--- config.mk ---
export PLATFORM = sky130hd
export DESIGN_NAME = dice_roll_sequencer
export DESIGN_NICKNAME = d
export VERILOG_FILES = /design/src/rtl/yacht_pkg.sv /design/src/rtl/dice_lfsr16.sv /design/src/rtl/dice_roll_sequencer.sv
export SDC_FILE = /design/constraint.sdc
export NUM_CORES = 1
export LEC_CHECK = 0
export CAP_MARGIN = 10
export CORE_ASPECT_RATIO = 0.8
export CORE_UTILIZATION = 50
export CTS_BUF_LIST = sky130_fd_sc_hd__clkbuf_2 sky130_fd_sc_hd__clkbuf_4 sky130_fd_sc_hd__clkbuf_8
export DETAILED_ROUTE_END_ITERATION = 12
export PLACE_DENSITY = 0.8
export SETUP_SLACK_MARGIN = 0.2
export SYNTH_ARGS = -nofsm -noshare
export SYNTH_HDL_FRONTEND = slang
export SYNTH_HIERARCHICAL = 1
export SYNTH_SLANG_ARGS = --single-unit
--- constraint.sdc ---
create_clock -name clk -period 5.7 [get_ports clk]
set_input_delay 1.425 -clock clk [delete_from_list [all_inputs] [get_ports clk]]
set_output_delay 1.425 -clock clk [all_outputs]
set_load 0.03 [all_outputs]
--- src/rtl/yacht_pkg.sv ---
// Shared constants, roll FSM state encoding and the LFSR-to-face map for the Yacht dice path.
// Score calculator and display reuse the die count, die width and face range from here.
// The face map is pure combinational arithmetic on the low LFSR byte.
package yacht_pkg;

  localparam int unsigned NUM_DICE = 5;
  localparam int unsigned DIE_W    = 3;
  localparam int unsigned CURSOR_W = 3;
  localparam int unsigned FACE_MIN = 1;
  localparam int unsigned FACE_MAX = 6;

  typedef enum logic [1:0] {
    ST_IDLE    = 2'd0,
    ST_SHUFFLE = 2'd1,
    ST_UPDATE  = 2'd2,
    ST_DONE    = 2'd3
  } roll_state_t;

  // Scale a random byte onto 1..6: (r*6)>>8 lies in 0..5, so the result never leaves the face range.
  function automatic logic [DIE_W-1:0] face_map(input logic [7:0] r);
    logic [10:0] prod;
    prod = {3'b000, r} * 11'd6;
    return prod[10:8] + 3'd1;
  endfunction

endpackage

--- src/rtl/dice_lfsr16.sv ---
// Free-running 16-bit Galois LFSR, polynomial x^16+x^14+x^13+x^11, shifting right.
// Latency: new value every clock; reset loads the seed (seed must be nonzero).
// No backpressure: it advances unconditionally in every state.
module dice_lfsr16 (
  input  logic        clk,
  input  logic        reset,
  input  logic [15:0] seed,
  output logic [15:0] lfsr
);

  logic [15:0] lfsr_q;
  logic [15:0] lfsr_d;

  // Shift right; when a one falls out of bit 0, fold it back in through the tap mask.
  always_comb begin
    lfsr_d = {1'b0, lfsr_q[15:1]} ^ (lfsr_q[0] ? 16'hB400 : 16'h0000);
  end

  // State register, synchronous reset to the seed.
  always_ff @(posedge clk) begin
    if (reset) begin
      lfsr_q <= seed;
    end else begin
      lfsr_q <= lfsr_d;
    end
  end

  assign lfsr = lfsr_q;

endmodule

--- src/rtl/dice_roll_sequencer.sv ---
// Per-turn dice sequencer: animates un-held dice on roll_req, settles them, pulses roll_done.
// Latency: ANIM_TICKS*(TICK_DIV+NUM_DICE)+1 busy cycles per roll (1 cycle when every die is held).
// No backpressure: roll_req while busy is dropped; cursor moves in any state; all outputs registered.
module dice_roll_sequencer
  import yacht_pkg::*;
#(
  parameter int unsigned ANIM_TICKS = 8,
  parameter int unsigned TICK_DIV   = 2_500_000,
  parameter logic [15:0] LFSR_SEED  = 16'hACE1
) (
  input  logic                      clk,
  input  logic                      reset,
  input  logic                      roll_req,
  input  logic                      clear_holds,
  input  logic                      hold_toggle,
  input  logic                      cursor_prev,
  input  logic                      cursor_next,
  output logic [NUM_DICE*DIE_W-1:0] dice_vals,
  output logic [NUM_DICE-1:0]       hold_mask,
  output logic [CURSOR_W-1:0]       cursor,
  output logic                      busy,
  output logic                      roll_done,
  output logic                      dice_valid
);

  localparam int unsigned TW = (TICK_DIV   > 1) ? $clog2(TICK_DIV)   : 1;
  localparam int unsigned AW = (ANIM_TICKS > 1) ? $clog2(ANIM_TICKS) : 1;
  localparam logic [CURSOR_W-1:0] LAST_DIE = CURSOR_W'(NUM_DICE - 1);

  roll_state_t                      state_q;
  logic [TW-1:0]                    tick_q;
  logic [AW-1:0]                    pass_q;
  logic [CURSOR_W-1:0]              idx_q;
  logic [NUM_DICE-1:0]              snap_q;
  logic [NUM_DICE-1:0][DIE_W-1:0]   dice_q;
  logic                             busy_q;
  logic                             done_q;

  logic [NUM_DICE-1:0]              hold_q,   hold_d;
  logic [CURSOR_W-1:0]              cursor_q, cursor_d;
  logic                             valid_q,  valid_d;

  logic [15:0]                      lfsr;
  logic                             unused_lfsr_hi;

  dice_lfsr16 u_lfsr (
    .clk   (clk),
    .reset (reset),
    .seed  (LFSR_SEED),
    .lfsr  (lfsr)
  );

  // Only the low byte feeds the face map.
  assign unused_lfsr_hi = ^lfsr[15:8];

  // Hold mask, cursor and turn-valid flag; clear_holds beats everything when idle.
  always_comb begin
    hold_d   = hold_q;
    cursor_d = cursor_q;
    valid_d  = valid_q;
    if (!busy_q && clear_holds) begin
      hold_d   = '0;
      cursor_d = '0;
      valid_d  = 1'b0;
    end else begin
      // Toggle acts on the cursor position as it was before any move this cycle.
      if (hold_toggle && !busy_q && valid_q) begin
        hold_d[cursor_q] = ~hold_q[cursor_q];
      end
      if (cursor_next && !cursor_prev) begin
        cursor_d = (cursor_q == LAST_DIE) ? '0 : cursor_q + 3'd1;
      end else if (cursor_prev && !cursor_next) begin
        cursor_d = (cursor_q == '0) ? LAST_DIE : cursor_q - 3'd1;
      end
      if (state_q == ST_DONE) begin
        valid_d = 1'b1;
      end
    end
  end

  // Register the hold/cursor/valid state.
  always_ff @(posedge clk) begin
    if (reset) begin
      hold_q   <= '0;
      cursor_q <= '0;
      valid_q  <= 1'b0;
    end else begin
      hold_q   <= hold_d;
      cursor_q <= cursor_d;
      valid_q  <= valid_d;
    end
  end

  // Roll FSM with registered busy/roll_done and the dice register file.
  always_ff @(posedge clk) begin
    if (reset) begin
      state_q <= ST_IDLE;
      tick_q  <= '0;
      pass_q  <= '0;
      idx_q   <= '0;
      snap_q  <= '0;
      busy_q  <= 1'b0;
      done_q  <= 1'b0;
      for (int i = 0; i < NUM_DICE; i++) begin
        dice_q[i] <= DIE_W'(FACE_MIN);
      end
    end else begin
      unique case (state_q)
        ST_IDLE: begin
          done_q <= 1'b0;
          if (roll_req && !clear_holds) begin
            // Snapshot so hold edits during the roll cannot disturb it.
            snap_q <= hold_q;
            busy_q <= 1'b1;
            tick_q <= '0;
            pass_q <= '0;
            idx_q  <= '0;
            if (&hold_q) begin
              state_q <= ST_DONE;
              done_q  <= 1'b1;
            end else begin
              state_q <= ST_SHUFFLE;
            end
          end
        end
        ST_SHUFFLE: begin
          if (tick_q == TW'(TICK_DIV - 1)) begin
            tick_q  <= '0;
            idx_q   <= '0;
            state_q <= ST_UPDATE;
          end else begin
            tick_q <= tick_q + TW'(1);
          end
        end
        ST_UPDATE: begin
          // One die per clock, each sampling a fresh LFSR value.
          if (!snap_q[idx_q]) begin
            dice_q[idx_q] <= face_map(lfsr[7:0]);
          end
          if (idx_q == LAST_DIE) begin
            idx_q <= '0;
            if (pass_q == AW'(ANIM_TICKS - 1)) begin
              state_q <= ST_DONE;
              done_q  <= 1'b1;
            end else begin
              pass_q  <= pass_q + AW'(1);
              state_q <= ST_SHUFFLE;
            end
          end else begin
            idx_q <= idx_q + 3'd1;
          end
        end
        ST_DONE: begin
          state_q <= ST_IDLE;
          busy_q  <= 1'b0;
          done_q  <= 1'b0;
        end
        default: begin
          state_q <= ST_IDLE;
          busy_q  <= 1'b0;
          done_q  <= 1'b0;
        end
      endcase
    end
  end

  assign dice_vals  = dice_q;
  assign hold_mask  = hold_q;
  assign cursor     = cursor_q;
  assign busy       = busy_q;
  assign roll_done  = done_q;
  assign dice_valid = valid_q;

endmodule

==> images/m1.png <==
Bar = 20 um. Supply wires on this layer in grey.
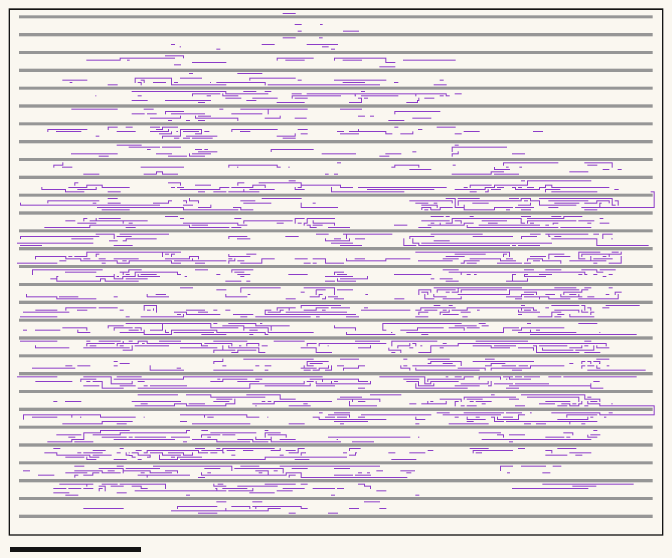
main direction = horizontal
longest straight run = 22.5 um
final WL: 7.89 mm
met1 GRT Util: 25.9%

==> flow_summary.json <==
{
  "h-tree-depth": 3,
  "netlist_instances": 424,
  "mux_share_pct": 8.25,
  "ys_seq_elements": 77,
  "fp_util_pct": 51.6,
  "max_slew.worst_pin.slew_ps": 1000,
  "drcViolationCount": 0,
  "flop_cell": "dfxtp_1",
  "n_clock_buffer": 9,
  "nNonClkBuffers": 33,
  "dp_hpwl_mm": 5.50,
  "adder_share_pct": 6.27,
  "dieHeight_um": 79.9,
  "grt_pass1_vias": 2871,
  "dr_wl_met2_mm": 3.77,
  "final-instance-count-excl-fill": 558,
  "via_per_inst": 5.72,
  "drv_slew": 0,
  "top_register": "tick_q",
  "finClkSkew_ps": 7.41,
  "antenna_found_initial": 0,
  "largest_cell_class": "logic gates",
  "async_flop_share_pct": 0,
  "hold_viol_final": 0,
  "core_sq_um": 7360,
  "fin_tns_setup_ps": 0,
  "most_common_cell": "dfxtp_1",
  "post-cts-setup-buffers": 0,
  "pre_cts_ws_ps": 2380,
  "logic_area_sq_um": 2140,
  "worstReg2RegEnd": "dice_vals[5]",
  "firstDrtPassIters": 4,
  "route.met3.wl_um": 341,
  "inverters": 17,
  "drive_gt1_share_pct": 8.33,
  "finalCritPeriodShare_pct": 55.7,
  "finalNetCount": 489,
  "yosysTopAreaCell": "dfxtp_1",
  "fmax_mhz": 315,
  "numCtsBuffers": 9,
  "hold_path_depth": 1,
  "crit_chain": "clkdlybuf4s50_1",
  "start_kind": "flip-flop",
  "cts.sink_count": 77,
  "hold_slack_ps": 460,
  "sh_seq_area_pct": 35.4,
  "reg2reg_depth": 8,
  "cts_max_path_buffers": 2,
  "grt_busiest_layer": "met2",
  "status": "complete, no violations",
  "hold_path.startpoint": "u_lfsr/lfsr[15]",
  "crit_family": "buffers and inverters",
  "r2r-start": "u_lfsr/lfsr[1]",
  "top_area_share_pct": 40.6,
  "drt_iter0_markers": 165,
  "fin_area_sq_um": 4350,
  "ys_sh_aoi_pct": 18.6,
  "grt_pass1_wl_mm": 13.1,
  "critical_path.endpoint_type": "output pin",
  "clk_pin_slew_ps": 80,
  "largest_reg_flops": 22,
  "worstPathMaxFanout": 15,
  "grt_max_degree": 65,
  "clkCellAreaFrac_pct": 3.99,
  "critPathArrivalTime_ps": 1750,
  "cts_resized": 0,
  "n_tap_cell": 90,
  "gp_congestion": 0.835,
  "worstSkewPairLatency_ps": 360,
  "ios": 33,
  "powerDensity_nw_per_um2": 272,
  "antenna_cells": 0,
  "leakagePower_nw": 1.64,
  "rsz0062_at_grt": "false",
  "tool_warnings": 31,
  "seq_area_sq_um": 1540,
  "ys_cells": 424,
  "logic_gate_count": 325,
  "ir_worst_vdd_mv": 0.171,
  "critPathBufInv": 1,
  "setup_ws_ps": 2530,
  "use_met3_pct": 6.57,
  "area_growth_pct": 14.8,
  "crit_type": "reg -> out",
  "m1WireLength_mm": 3.71,
  "ys_types": 60,
  "yosysWarnings": 6,
  "cts-root-buf": "clkbuf_8",
  "fillers": 643,
  "comb_area_share_pct": 49.1,
  "place_inst": 542,
  "place.port_buffers": 32,
  "path_depth": 1,
  "dieWidth_um": 99.4,
  "netlist_area_sq_um": 3790,
  "placedInstanceArea_sq_um": 4180,
  "p_total_mw": 1.18,
  "hold_path_class": "reg -> reg",
  "wl_per_cell_um": 14.1,
  "maxSlewHeadroom_pct": 33.0,
  "finalSetupViolations": 0,
  "cpPeakStageDelay_ps": 760,
  "dieArea_sq_um": 7940,
  "hold_end": "u_lfsr/lfsr[14]",
  "syn_area_per_cell_sq_um": 8.95,
  "ant_nets": 0,
  "area_leaders": "dfxtp_1 (41%), ha_1 (6.3%), mux2i_1 (3.7%)",
  "rows": 28,
  "fin_util_pct": 59.2,
  "synth-edff-count": 0,
  "seq_cell_count": 77,
  "gr-total-overflow": 0,
  "tritoncts": "yes",
  "min_period_ps": 3170,
  "dr.max_layer_used": "met4",
  "r2r_setup_slack_ps": 3060,
  "topCombFamilyByArea": "simple AND/OR/NAND/NOR gates",
  "crit_start": "cursor[1]",
  "grt_usage_pct": 20.9,
  "ys_seq_share_pct": 40.6,
  "maxCapViolations": 0,
  "ctsHoldBuffers": 0,
  "simple_gate_share_pct": 20.1,
  "layout.nonclk_buf_share_pct": 7.41,
  "required_ps": 4280,
  "synthXorXnorAreaFrac_pct": 1.62,
  "cpMaxStageDelayCell": "clkdlybuf4s50_1",
  "crit_path_end": "cursor[1]",
  "common_cells": "dfxtp_1 (77), nor2_1 (36), nand2_1 (33)",
  "ys_area_sq_um": 3790
}
==> images/m2.png <==
Cells faint in the background.
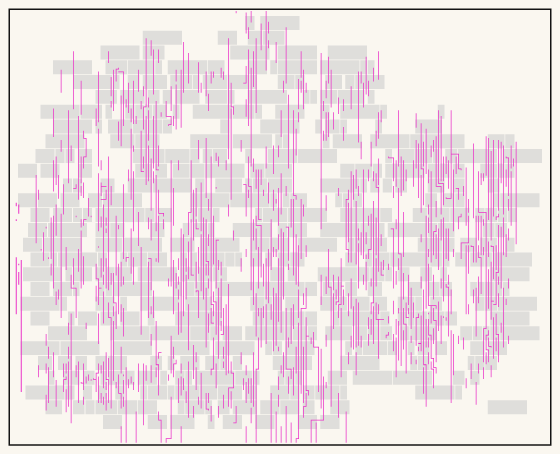
share of all routed wire = 48%
main direction = vertical
longest straight run = 32.3 um
GRT met2 Usage: 35.3%
DR vias: 3193

-- placed cells by master (no fill, tap or decap), drive strengths merged, types with 3 or more instances in the layout --
cell and count:
dfxtp 77, nor2 36, nand2 33, clkdlybuf4s50 31
o21ai 26, a21oi 25, ha 19, inv 19
conb 16, a31oi 15, mux2i 14, mux2 14
nor3 12, nand3 9, clkbuf 9, a211oi 8
nand2b 7, nor4 7, nand3b 6, o31ai 6
and4 6, a22oi 5, nor2b 5, and3 5
nand4 5, a311oi 4, xnor2 4, xor2 3
o21bai 3, a21boi 3, clkinvlp 3
-- report_power, final --
group | internal, mW | switching, mW | total, mW | leakage [nW]
clock network | 0.159 | 0.210 | 0.369 | 0.0820
registers | 0.564 | 0.0328 | 0.597 | 0.628
logic | 0.0885 | 0.130 | 0.219 | 0.928
Power is estimated from default activity; no workload was simulated.
